### src/rtl/load_store_unit_if.sv
// load_store_unit_if: pipeline request/result and word-bus handshake signals of the load/store unit
interface load_store_unit_if;
  logic        req_valid;
  logic        req_we;
  logic [2:0]  req_funct3;
  logic [31:0] req_addr;
  logic [31:0] req_wdata;
  logic        stall;
  logic        load_valid;
  logic [31:0] load_data;
  logic        fault;
  logic [1:0]  fault_code;
  logic        bus_req;
  logic        bus_we;
  logic [31:0] bus_addr;
  logic [31:0] bus_wdata;
  logic [3:0]  bus_wstrb;
  logic        bus_gnt;
  logic        bus_rvalid;
  logic [31:0] bus_rdata;
  modport slave (
    input  req_valid, req_we, req_funct3, req_addr, req_wdata, bus_gnt, bus_rvalid, bus_rdata,
    output stall, load_valid, load_data, fault, fault_code, bus_req, bus_we, bus_addr, bus_wdata, bus_wstrb
  );
  modport master (
    output req_valid, req_we, req_funct3, req_addr, req_wdata, bus_gnt, bus_rvalid, bus_rdata,
    input  stall, load_valid, load_data, fault, fault_code, bus_req, bus_we, bus_addr, bus_wdata, bus_wstrb
  );
endinterface

### src/rtl/load_store_unit.sv
// load_store_unit: MEM-stage unit turning RISC-V loads/stores into a strobed word-bus grant/response transaction
module load_store_unit #(
  parameter int TIMEOUT_CYCLES = 255
) (
  input logic clk,
  input logic reset,
  load_store_unit_if.slave bus
);
  typedef enum logic [1:0] {IDLE, REQ, RESP, DONE} state_t;
  state_t      r_state;
  logic        r_we;
  logic        r_bus_req;
  logic        r_load_valid;
  logic        r_fault;
  logic [1:0]  r_code;
  logic [2:0]  r_f3;
  logic [15:0] r_cnt;
  logic [31:0] r_addr;
  logic [31:0] r_wdata;
  logic [31:0] r_load_data;
  logic        w_legal;
  logic        w_mis;
  logic [31:0] w_shift;
  logic [31:0] w_ld;
  assign w_legal = (bus.req_funct3 < 3'd3) || (!bus.req_we && (bus.req_funct3 == 3'd4 || bus.req_funct3 == 3'd5));
  assign w_mis = (bus.req_funct3[1:0] == 2'b01 && bus.req_addr[0]) || (bus.req_funct3[1:0] == 2'b10 && bus.req_addr[1:0] != 2'b00);
  assign w_shift = bus.bus_rdata >> {r_addr[1:0], 3'b000};
  assign w_ld = r_f3 == 3'b000 ? {{24{w_shift[7]}}, w_shift[7:0]} :
                r_f3 == 3'b100 ? {24'd0, w_shift[7:0]} :
                r_f3 == 3'b001 ? {{16{w_shift[15]}}, w_shift[15:0]} :
                r_f3 == 3'b101 ? {16'd0, w_shift[15:0]} : bus.bus_rdata;
  always_ff @(posedge clk) begin
    if (reset) begin
      r_state <= IDLE;
      r_we <= 1'b0;
      r_bus_req <= 1'b0;
      r_load_valid <= 1'b0;
      r_fault <= 1'b0;
      r_code <= 2'b00;
      r_f3 <= 3'b000;
      r_cnt <= 16'd0;
      r_addr <= 32'd0;
      r_wdata <= 32'd0;
      r_load_data <= 32'd0;
    end else begin
      r_load_valid <= 1'b0;
      r_fault <= 1'b0;
      r_code <= 2'b00;
      case (r_state)
        IDLE: if (bus.req_valid) begin
          r_we <= bus.req_we;
          r_f3 <= bus.req_funct3;
          r_addr <= bus.req_addr;
          r_wdata <= bus.req_wdata;
          if (!w_legal || w_mis) begin
            r_state <= DONE;
            r_fault <= 1'b1;
            r_code <= w_legal ? 2'b01 : 2'b10;
            r_load_data <= 32'd0;
          end else begin
            r_state <= REQ;
            r_bus_req <= 1'b1;
          end
        end
        REQ: if (bus.bus_gnt) begin
          r_bus_req <= 1'b0;
          r_cnt <= 16'd0;
          r_state <= r_we ? DONE : RESP;
        end
        RESP: begin
          r_cnt <= r_cnt + 16'd1;
          if (bus.bus_rvalid) begin
            r_load_data <= w_ld;
            r_load_valid <= 1'b1;
            r_state <= DONE;
          end else if (r_cnt == 16'(TIMEOUT_CYCLES - 1)) begin
            r_fault <= 1'b1;
            r_code <= 2'b11;
            r_load_data <= 32'd0;
            r_state <= DONE;
          end
        end
        default: r_state <= IDLE;
      endcase
    end
  end
  assign bus.stall = bus.req_valid && r_state != DONE;
  assign bus.load_valid = r_load_valid;
  assign bus.load_data = r_load_data;
  assign bus.fault = r_fault;
  assign bus.fault_code = r_code;
  assign bus.bus_req = r_bus_req;
  assign bus.bus_we = r_we;
  assign bus.bus_addr = {r_addr[31:2], 2'b00};
  assign bus.bus_wstrb = !r_we ? 4'b0000 :
                         r_f3[1:0] == 2'b00 ? 4'b0001 << r_addr[1:0] :
                         r_f3[1:0] == 2'b01 ? 4'b0011 << r_addr[1:0] : 4'b1111;
  assign bus.bus_wdata = r_f3[1:0] == 2'b00 ? {4{r_wdata[7:0]}} :
                         r_f3[1:0] == 2'b01 ? {2{r_wdata[15:0]}} : r_wdata;
endmodule

### src/flat_wrapper.sv
// flat-port wrapper written by rule: the top's interface ports become plain ports
module load_store_unit_flat 
#(
  parameter int TIMEOUT_CYCLES = 255
)
  (clk, reset, bus_req_valid, bus_req_we, bus_req_funct3, bus_req_addr, bus_req_wdata, bus_bus_gnt, bus_bus_rvalid, bus_bus_rdata, bus_stall, bus_load_valid, bus_load_data, bus_fault, bus_fault_code, bus_bus_req, bus_bus_we, bus_bus_addr, bus_bus_wdata, bus_bus_wstrb);
  load_store_unit_if bus_i ();
  input logic clk;
  input logic reset;
  input wire logic [$bits(bus_i.req_valid)-1:0] bus_req_valid;
  input wire logic [$bits(bus_i.req_we)-1:0] bus_req_we;
  input wire logic [$bits(bus_i.req_funct3)-1:0] bus_req_funct3;
  input wire logic [$bits(bus_i.req_addr)-1:0] bus_req_addr;
  input wire logic [$bits(bus_i.req_wdata)-1:0] bus_req_wdata;
  input wire logic [$bits(bus_i.bus_gnt)-1:0] bus_bus_gnt;
  input wire logic [$bits(bus_i.bus_rvalid)-1:0] bus_bus_rvalid;
  input wire logic [$bits(bus_i.bus_rdata)-1:0] bus_bus_rdata;
  output wire logic [$bits(bus_i.stall)-1:0] bus_stall;
  output wire logic [$bits(bus_i.load_valid)-1:0] bus_load_valid;
  output wire logic [$bits(bus_i.load_data)-1:0] bus_load_data;
  output wire logic [$bits(bus_i.fault)-1:0] bus_fault;
  output wire logic [$bits(bus_i.fault_code)-1:0] bus_fault_code;
  output wire logic [$bits(bus_i.bus_req)-1:0] bus_bus_req;
  output wire logic [$bits(bus_i.bus_we)-1:0] bus_bus_we;
  output wire logic [$bits(bus_i.bus_addr)-1:0] bus_bus_addr;
  output wire logic [$bits(bus_i.bus_wdata)-1:0] bus_bus_wdata;
  output wire logic [$bits(bus_i.bus_wstrb)-1:0] bus_bus_wstrb;
  assign bus_i.req_valid = bus_req_valid;
  assign bus_i.req_we = bus_req_we;
  assign bus_i.req_funct3 = bus_req_funct3;
  assign bus_i.req_addr = bus_req_addr;
  assign bus_i.req_wdata = bus_req_wdata;
  assign bus_i.bus_gnt = bus_bus_gnt;
  assign bus_i.bus_rvalid = bus_bus_rvalid;
  assign bus_i.bus_rdata = bus_bus_rdata;
  assign bus_stall = bus_i.stall;
  assign bus_load_valid = bus_i.load_valid;
  assign bus_load_data = bus_i.load_data;
  assign bus_fault = bus_i.fault;
  assign bus_fault_code = bus_i.fault_code;
  assign bus_bus_req = bus_i.bus_req;
  assign bus_bus_we = bus_i.bus_we;
  assign bus_bus_addr = bus_i.bus_addr;
  assign bus_bus_wdata = bus_i.bus_wdata;
  assign bus_bus_wstrb = bus_i.bus_wstrb;
  load_store_unit #(.TIMEOUT_CYCLES(TIMEOUT_CYCLES)) u_core (.clk(clk), .reset(reset), .bus(bus_i));
endmodule
### config.mk
export PLATFORM = sky130hd
export DESIGN_NAME = load_store_unit_flat
export DESIGN_NICKNAME = d
export VERILOG_FILES = /design/src/rtl/load_store_unit_if.sv /design/src/rtl/load_store_unit.sv /design/src/flat_wrapper.sv
export SDC_FILE = /design/constraint.sdc
export NUM_CORES = 1
export LEC_CHECK = 0
export ABC_AREA = 1
export ABC_CLOCK_PERIOD_IN_PS = 4500
export CORE_ASPECT_RATIO = 0.8
export CORE_MARGIN = 2
export CORE_UTILIZATION = 50
export CTS_BUF_LIST = sky130_fd_sc_hd__clkbuf_4 sky130_fd_sc_hd__clkbuf_8 sky130_fd_sc_hd__clkbuf_16
export CTS_CLUSTER_DIAMETER = 80
export DETAILED_ROUTE_END_ITERATION = 10
export GPL_TIMING_DRIVEN = 0
export PLACE_DENSITY = 0.87
export SLEW_MARGIN = 20
export SYNTH_ARGS = -nofsm -noshare
export SYNTH_HDL_FRONTEND = slang
export SYNTH_SLANG_ARGS = --single-unit
export TNS_END_PERCENT = 1
### constraint.sdc
create_clock -name clk -period 4.5 [get_ports clk]
set_clock_uncertainty 0.1 [all_clocks]
set_input_delay 0.9 -clock clk [delete_from_list [all_inputs] [get_ports clk]]
set_output_delay 0.9 -clock clk [all_outputs]
set_load 0.05 [all_outputs]
Figure 1. Signal wires on met3 (run 1).
Scale: 2 px per um. Cells faint in the background.
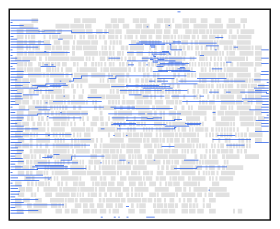
The layer carries 2010 um of wire. The layer holds 10% of the routed length. The longest straight run is 40.0 um.
total wire length after detailed routing: 19.8 mm
detailed-route via count: 6841
met3 layer usage reported by global route: 8.70%

Figure 2. PDN straps and rails (run 1).
Scale: 3 px per um. Pins as bars on the die edge. Tap cells in grey.
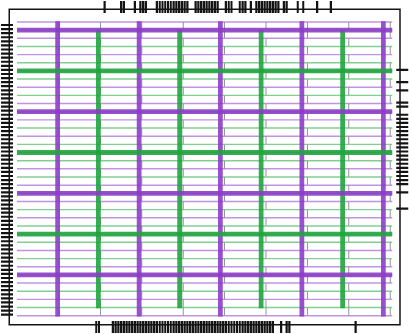
Purple is VSS. Green is VDD.
The core has 36 rows. 37 met1 rails follow the rows. 7 straps on met5.
die height: 105 um
Peak VDD IR: 0.412 mV
overall die width: 130 um
core area: 12300 um^2

Figure 3. Clock nets (run 1).
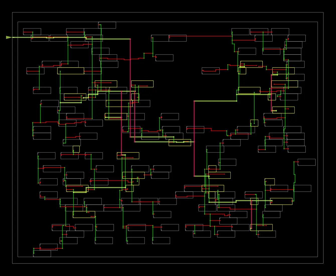
flop count: 123
Late-Pin Clk Latency: 0.42 ns
clk pwr: 1.43 mW

==> summary.txt, run 1 <==
The implementation run finished. The run finished with clean final reports. sky130_fd_sc_hd__nand2_1 is the most common cell in the netlist. Yosys warning tally landed at 0.

The first global-routing pass estimated 31.7 mm of wire. The area taken by multi-input combinational cells is reported as 3100 um^2. Per STA, the library cell used most along the worst path is sky130_fd_sc_hd__buf_2. In this run, distinct cell masters in the synthesized netlist total 37. The library cells used most frequently in the layout, excluding fill and tap cells, are sky130_fd_sc_hd__clkdlybuf4s50_1 (208), sky130_fd_sc_hd__nand2_1 (206), sky130_fd_sc_hd__nor2_1 (166), sky130_fd_sc_hd__dfxtp_1 (123), sky130_fd_sc_hd__o21ai_0 (113). Share of cell area taken by multi-input logic gates landed at 33.6%. Number of nets in the finished design landed at 1273. For reference, the most critical setup path is categorized as flop to output port. STA shows the worst min-delay path finishing at u_core.bus.load_data[11]$_SDFFE_PP0P_. Longest individual stage delay on the worst path landed at 0.88 ns. Number of detailed-routing iterations run before antenna repair landed at 5. The global routing stage identified its most utilized layer as met2. Counting every instance in the synthesized netlist gives about 930. The synthesized netlist occupies a cell area of 6330 um^2. In this run the worst setup path terminates at bus_bus_wstrb[0]. In this run, the synthesized area fraction spent on and/or/nand/nor cells is recorded as around 28%. Setup repair after global routing left no endpoint under its margin. In this run, post-CTS repair resized a total of 0 instances. In the global route stage, met2 resource usage came out at 47.6%.

Post-synthesis register bit count landed at 123. The worst hold path was traced through 2 stages. Peak clock frequency supported by timing landed at between 200 and 300 MHz. According to the timing report, the critical path is launched from u_core.r_f3[1]$_SDFFE_PP0P_. Sink count of the clock tree landed at 123. Count of antenna-violating nets left after detailed routing landed at 0. After detailed placement, the design holds a cell count of 1310. On the reported timing paths, the clock transition at the registers reads 0.06 ns. Counting along the longest clock path gives a buffer depth of 2.

The flow reported a cell area power density of 637 nW/um^2. The design draws 5.89 mW. Total met2 wirelength after detailed routing landed at 9.20 mm. Compared with the post-synthesis result, the final layout area differs by 46.0%. For reference, the top cells by count after synthesis are sky130_fd_sc_hd__nand2_1 (206), sky130_fd_sc_hd__nor2_1 (166), sky130_fd_sc_hd__dfxtp_1 (123). HPWL after detailed placement landed at 15.0 mm. The data required time reported for the critical path is 3.50 ns. Post-placement worst setup slack landed at between 1 and 1.5 ns. Summed over all failing endpoints, the final setup total negative slack is 0 ns.

Final critical-path required period landed at ~3.7 ns. Sorting the Yosys area breakdown by cell type puts at the top sky130_fd_sc_hd__dfxtp_1. Once placement finished, the instance area stood at 8630 um^2. Well tap count landed at 171. The path class of the tightest hold or removal check is flop to flop.

Count of input and output buffers landed at 208. Sequential group power landed at 1.46 mW. The routed layout reports a DRC error count of 0.

Proportion of cell area occupied by registers landed at 26.6%. Share of the yosys chip area belonging to registers landed at about two fifths. The average instance in the mapped netlist occupies 6.80 um^2.

Traced cell by cell, the critical path runs through buf_2 > buf_2 > buf_2 > nor2_1 > nor2_1 > clkdlybuf4s50_1. The critical path runs through a total of 6 cells. After global routing the overflow that remains totals 0. The timing report gives the worst reg2reg path a setup slack of between 2 and 2.5 ns.

Final core utilization landed at 75.4%. After synthesis, the largest area contributor takes up about two fifths of total cell area. Of the total power, combinational logic draws 50.9%. For this run, the final setup violation count is recorded as 0. The number of antenna violations at the first check in global routing was 0. Summing all multiplexer cells gives an area fraction of 0%. After filler insertion, the fill cell instance count of the layout stands at roughly 960. The congestion estimate from routability-driven global placement came to 0.935. Per the synth stats, the flop cell with the highest instance count is sky130_fd_sc_hd__dfxtp_1.

Power attributed to combinational cells landed at 2.99 mW. For this block, wires on met1 add up to roughly 8 mm. Dividing the detail-routed wire length by the instance count gives 14.8 um. Number of design-rule violations left by the first detailed-router iteration landed at 552. In this run the clock root is driven by a sky130_fd_sc_hd__clkbuf_16. The worst setup path is captured at an output port. In the final layout, clock buffers and inverters account for around 6.6% of the cell area. Post-synthesis share of cell area spent on and-or and or-and gates landed at 18.7%.

The number of hold buffers added after CTS was 0. Counting cells, the worst reg-to-reg path comes to 6. The tightest hold path in the finished design has a slack of 0.361 ns. The number of global-route vias before repair was 6570.

In the post-route analysis, the smallest setup slack over all paths is between 0.7 and 0.8 ns. Data arrival at the endpoint of the critical path landed at approximately 2.7 ns. Number of inverters outside the clock class in the layout landed at about 66. The plain and repair buffers instantiated in the layout total 293. Before placement the cells fill 51.7% of the core.

For this run, asynchronously set or reset flops after synthesis account for 0%. Once layout is done, the placed cells without fillers occupy 9240 um^2. In this run the number of H-tree levels came out at 4.

In the finished design, the share of the clock period the worst path needs comes to 82.7%. Per the repair_timing log after CTS, setup buffers inserted total 0. Headroom to the max-slew limit landed at 49.1%. The die covers 13600 um^2. Per the final report, the share of cell area in non-clock buffers is 28.2%. Leaving out fill and tap cells, the most frequent cell in the layout is sky130_fd_sc_hd__clkdlybuf4s50_1. The synthesized design contains 0 enable-type register cells. For this run, the number of standard cells in the final layout without fillers is 1341. The report counts max-capacitance violations totalling 0. Switching power landed at between 2 and 3 mW. In the post-synthesis netlist, the biggest area contributors are sky130_fd_sc_hd__dfxtp_1 (39%), sky130_fd_sc_hd__nand2_1 (12%), sky130_fd_sc_hd__nor2_1 (9.8%).

The layout summary lists the proportion of cells stronger than drive strength 1 as between 10% and 20%. TritonCTS built the clock tree. CTS added clock buffers totalling 17. Overall routing resource usage landed at 29.6%. Row generation in the floorplan step produced 36 rows.

Global routing used 37.4% of the available met1 tracks. Summed over all nets, wire length on met3 after detailed routing comes to 2.01 mm. Multi-input combinational cell count landed at 657.
==> inputs of run 2 (changes only) <==
ABC_CLOCK_PERIOD_IN_PS = 3000   (was 4500)
CORE_UTILIZATION = 42   (was 50)
PLACE_DENSITY = 0.77   (was 0.87)
clock period = 3 ns   (was 4.5 ns; I/O delays follow)
Figure 4. PDN straps and rails (run 2).
Scale: 3 px per um. Pins as bars on the die edge. Tap cells in grey.
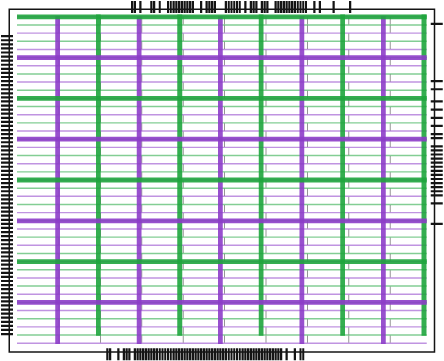
Purple is VSS. Green is VDD.
212 signal pins sit on the boundary. 8 straps on met5. 10 straps on met4. 189 tap cells. 41 met1 rails follow the rows.
die height: 114 um
core area: 14900 um^2
overall die width: 141 um
Peak VDD IR: 0.569 mV

==> run 2 against run 1 <==
Compared with the run above: combinational power is 47% higher; synthesized cell count stayed put; sequential power is about 50% higher; synthesized area stayed put; hold slack better by 0.0082 ns; design area is 0.39% lower; global-route usage is 4.6 points lower; first-iteration DRC count is 30% lower; sequential share of layout area is 0.11 points higher; clock power is 43% higher.
==> summary.txt, run 2 <==
The implementation run finished. Outcome: completed (unchanged). Post-layout period usage of the worst path landed at 97.0%. The critical path buffer and inverter count is 4 (unchanged). The yosys warning tally was 0 (unchanged). Power per cell area landed at 938 nW/um^2 (was 637 nW/um^2). Non-clock buffer instance count of the final layout landed at 293 (unchanged). The combinational share of power was 51.0% (was 50.9%). The largest power group is combinational cells (unchanged).

Latest clock arrival within the worst-skew pair landed at 0.43 ns (was 0.42 ns). The well tap count was 189 (was 171). The clock-net power is 2.04 mW (was 1.43 mW).

Post-synth tally of flip-flops with integrated enable landed at 0 (unchanged). The count of antenna-violating nets left after detailed routing was 0 (unchanged). The post-synthesis area per instance is 6.80 um^2 (unchanged). The final worst-path setup slack is 0.0909 ns (was 0.779 ns). The clock root buffer master was sky130_fd_sc_hd__clkbuf_16 (unchanged).

The switching power is 3.95 mW (was 2.69 mW). Final global-route overflow total landed at 0 (unchanged). Met3 track demand over resource in global routing landed at 7.77% (was 8.70%). The number of stages on the worst hold path is 2 (unchanged). Fraction of met1 tracks used by global routing landed at 32.6% (was 37.4%).

Cell breakdown of the critical path: buf_2 > inv_1 > buf_2 > ha_1 > o22ai_1 > nor2_1 > clkbuf_2 (was buf_2 > buf_2 > buf_2 > nor2_1 > nor2_1 > clkdlybuf4s50_1). The reg-to-reg setup timing slack was 0.89 ns (was 2.37 ns). Post-synthesis register bit count landed at 123 (unchanged). The post-cts gate resize count came to 60 (was 0). The startpoint type of the worst setup path is a flop (unchanged). Power attributed to combinational cells landed at 4.40 mW (was 2.99 mW). Sequential group power landed at 2.19 mW (was 1.46 mW).

The kind of critical path is flop to output port (unchanged). The final standard cell area without fillers was 9200 um^2 (was 9240 um^2). Synth top area cells: sky130_fd_sc_hd__dfxtp_1 (39%), sky130_fd_sc_hd__nand2_1 (12%), sky130_fd_sc_hd__nor2_1 (9.8%) (unchanged). The total met2 wirelength after detailed routing was 9.01 mm (was 9.20 mm). The count of input and output buffers came to 208 (unchanged). Overall routing resource usage landed at 25.1% (was 29.6%). Fraction of synthesis flops using an asynchronous set or reset pin landed at 0% (unchanged). Post-CTS setup buffer count landed at 0 (unchanged). The fraction of area in non-clock buffers was 27.9% (was 28.2%).

Number of antenna violations at the first check in global routing landed at 0 (unchanged). The required time of the worst setup path came to 2.30 ns (was 3.50 ns). Number of nets in the finished design landed at 1273 (unchanged). The clock-cell share of area was 6.36% (was 6.62%). The worst-case hold slack is 0.370 ns (was 0.361 ns). Number of placed instances, taps included landed at 1328 (was 1310). The sort of element at the end of the critical path is an output port (unchanged). The total power consumption of the routed design is 8.63 mW (was 5.89 mW).

The post-synthesis share of cell area spent on and-or and or-and gates is 18.7% (unchanged). Routed length on met1 landed at 8.83 mm (was 8.03 mm). Wire length of the first global-routing pass landed at 31.3 mm (was 31.7 mm). The number of stages on the worst setup path came to 7 (was 6). Final critical-path required period landed at 2.91 ns. Headroom to the max-slew limit landed at 52.8% (was 49.1%). The length in cells of the worst reg-to-reg path came to 6 (unchanged). Number of design-rule violations left by the first detailed-router iteration landed at 386 (was 552). The type of the tightest min-delay check was flop to flop (unchanged). The most heavily used metal layer in global routing is met2 (unchanged). The leading cell type by number of instances after synthesis was sky130_fd_sc_hd__nand2_1 (unchanged). Layout overhead on the synthesized area landed at 45.4% (was 46.0%). The remaining routing DRC violations was 0 (unchanged). Final weighted congestion in routability-driven placement landed at 0.878 (was 0.935). Effective utilization at floorplan landed at 42.6% (was 51.7%). Sum of negative setup slack landed at 0 ns (unchanged). The beginning of the critical path was u_core.r_addr[1]$_SDFFE_PP0P_ (was u_core.r_f3[1]$_SDFFE_PP0P_). Cell types with the highest counts after synthesis: sky130_fd_sc_hd__nand2_1 (206), sky130_fd_sc_hd__nor2_1 (166), sky130_fd_sc_hd__dfxtp_1 (123) (unchanged). Number of library cell types mapped by synthesis landed at 37 (unchanged). The clock slew seen by the registers of the worst setup and hold paths is 0.06 ns (about the same).

The overall chip area is 16100 um^2 (was 13600 um^2). Level count of the clock H-tree landed at 4 (unchanged). The cell occurring most often along the worst timing path is sky130_fd_sc_hd__buf_2 (unchanged).

The TritonCTS clock tree is built (unchanged). Logic area landed at 3100 um^2 (unchanged). The proportion of layout cells with a drive suffix above 1 came to 14.1% (was 12.6%). The dominant logic cell type in the layout is sky130_fd_sc_hd__nand2_1 (was sky130_fd_sc_hd__clkdlybuf4s50_1).

The netlist area before placement was 6330 um^2 (unchanged). Number of global-route vias before repair landed at 6153 (was 6570). The final core utilization came to 61.9% (was 75.4%).

The cell type with the highest aggregate area in the netlist is sky130_fd_sc_hd__dfxtp_1 (unchanged). Setup repair after global routing missed its margin: true (was false). The number of sequential cells in the layout came to 123 (unchanged). The top-area cell type share of the netlist area was 38.9% (unchanged).

The detail-routed net length per standard cell came to 14.6 um (was 14.8 um). Via total after detailed routing landed at 6650 (was 6841). Total setup violations reported at the end of the flow landed at 0 (unchanged). The worst min-delay path endpoint was u_core.bus.load_data[14]$_SDFFE_PP0P_ (was u_core.bus.load_data[11]$_SDFFE_PP0P_). Row count landed at 40 (was 36). The capturing instance or port of the critical path is bus_bus_wstrb[2] (was bus_bus_wstrb[0]). Share of cell area taken by multi-input logic gates landed at 33.7% (was 33.6%). Commonest cells after routing, fill and taps aside: sky130_fd_sc_hd__nand2_1 (206), sky130_fd_sc_hd__clkdlybuf4s50_1 (180), sky130_fd_sc_hd__nor2_1 (166), sky130_fd_sc_hd__dfxtp_1 (123), sky130_fd_sc_hd__o21ai_0 (113) (was sky130_fd_sc_hd__clkdlybuf4s50_1 (208), sky130_fd_sc_hd__nand2_1 (206), sky130_fd_sc_hd__nor2_1 (166), sky130_fd_sc_hd__dfxtp_1 (123), sky130_fd_sc_hd__o21ai_0 (113)). Met2 capacity usage during global routing landed at 39.5% (was 47.6%).

The share of the yosys chip area belonging to registers was 38.9% (unchanged). The final routed wirelength across all metal layers was 19.8 mm (about the same). The HPWL after detailed placement was 15.2 mm (was 15.0 mm). The switching power share of the total came to 45.8% (was 45.7%). Fill cell instance count of the final layout landed at 1381 (was 958). Number of detailed-routing iterations run before antenna repair landed at 4 (was 5).

Peak clock frequency supported by timing landed at 344 MHz. The mux cell area share after synthesis is 0% (unchanged). Number of inverters outside the clock class in the layout landed at 66 (unchanged). The met3 wire length came to 1.63 mm (was 2.01 mm). The number of max-cap violations came to 0 (unchanged). Number of standard cells in the layout, taps in and fillers out landed at 1359 (was 1341).
Figure 5. Clock nets (run 2).
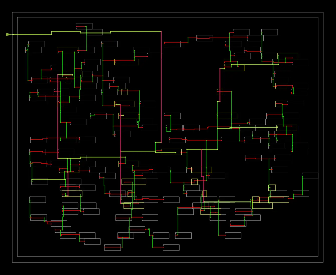
CTS Buf Count: 17
CTS Sinks: 123

No activity file was given, so power comes from the tool's default toggle rates.
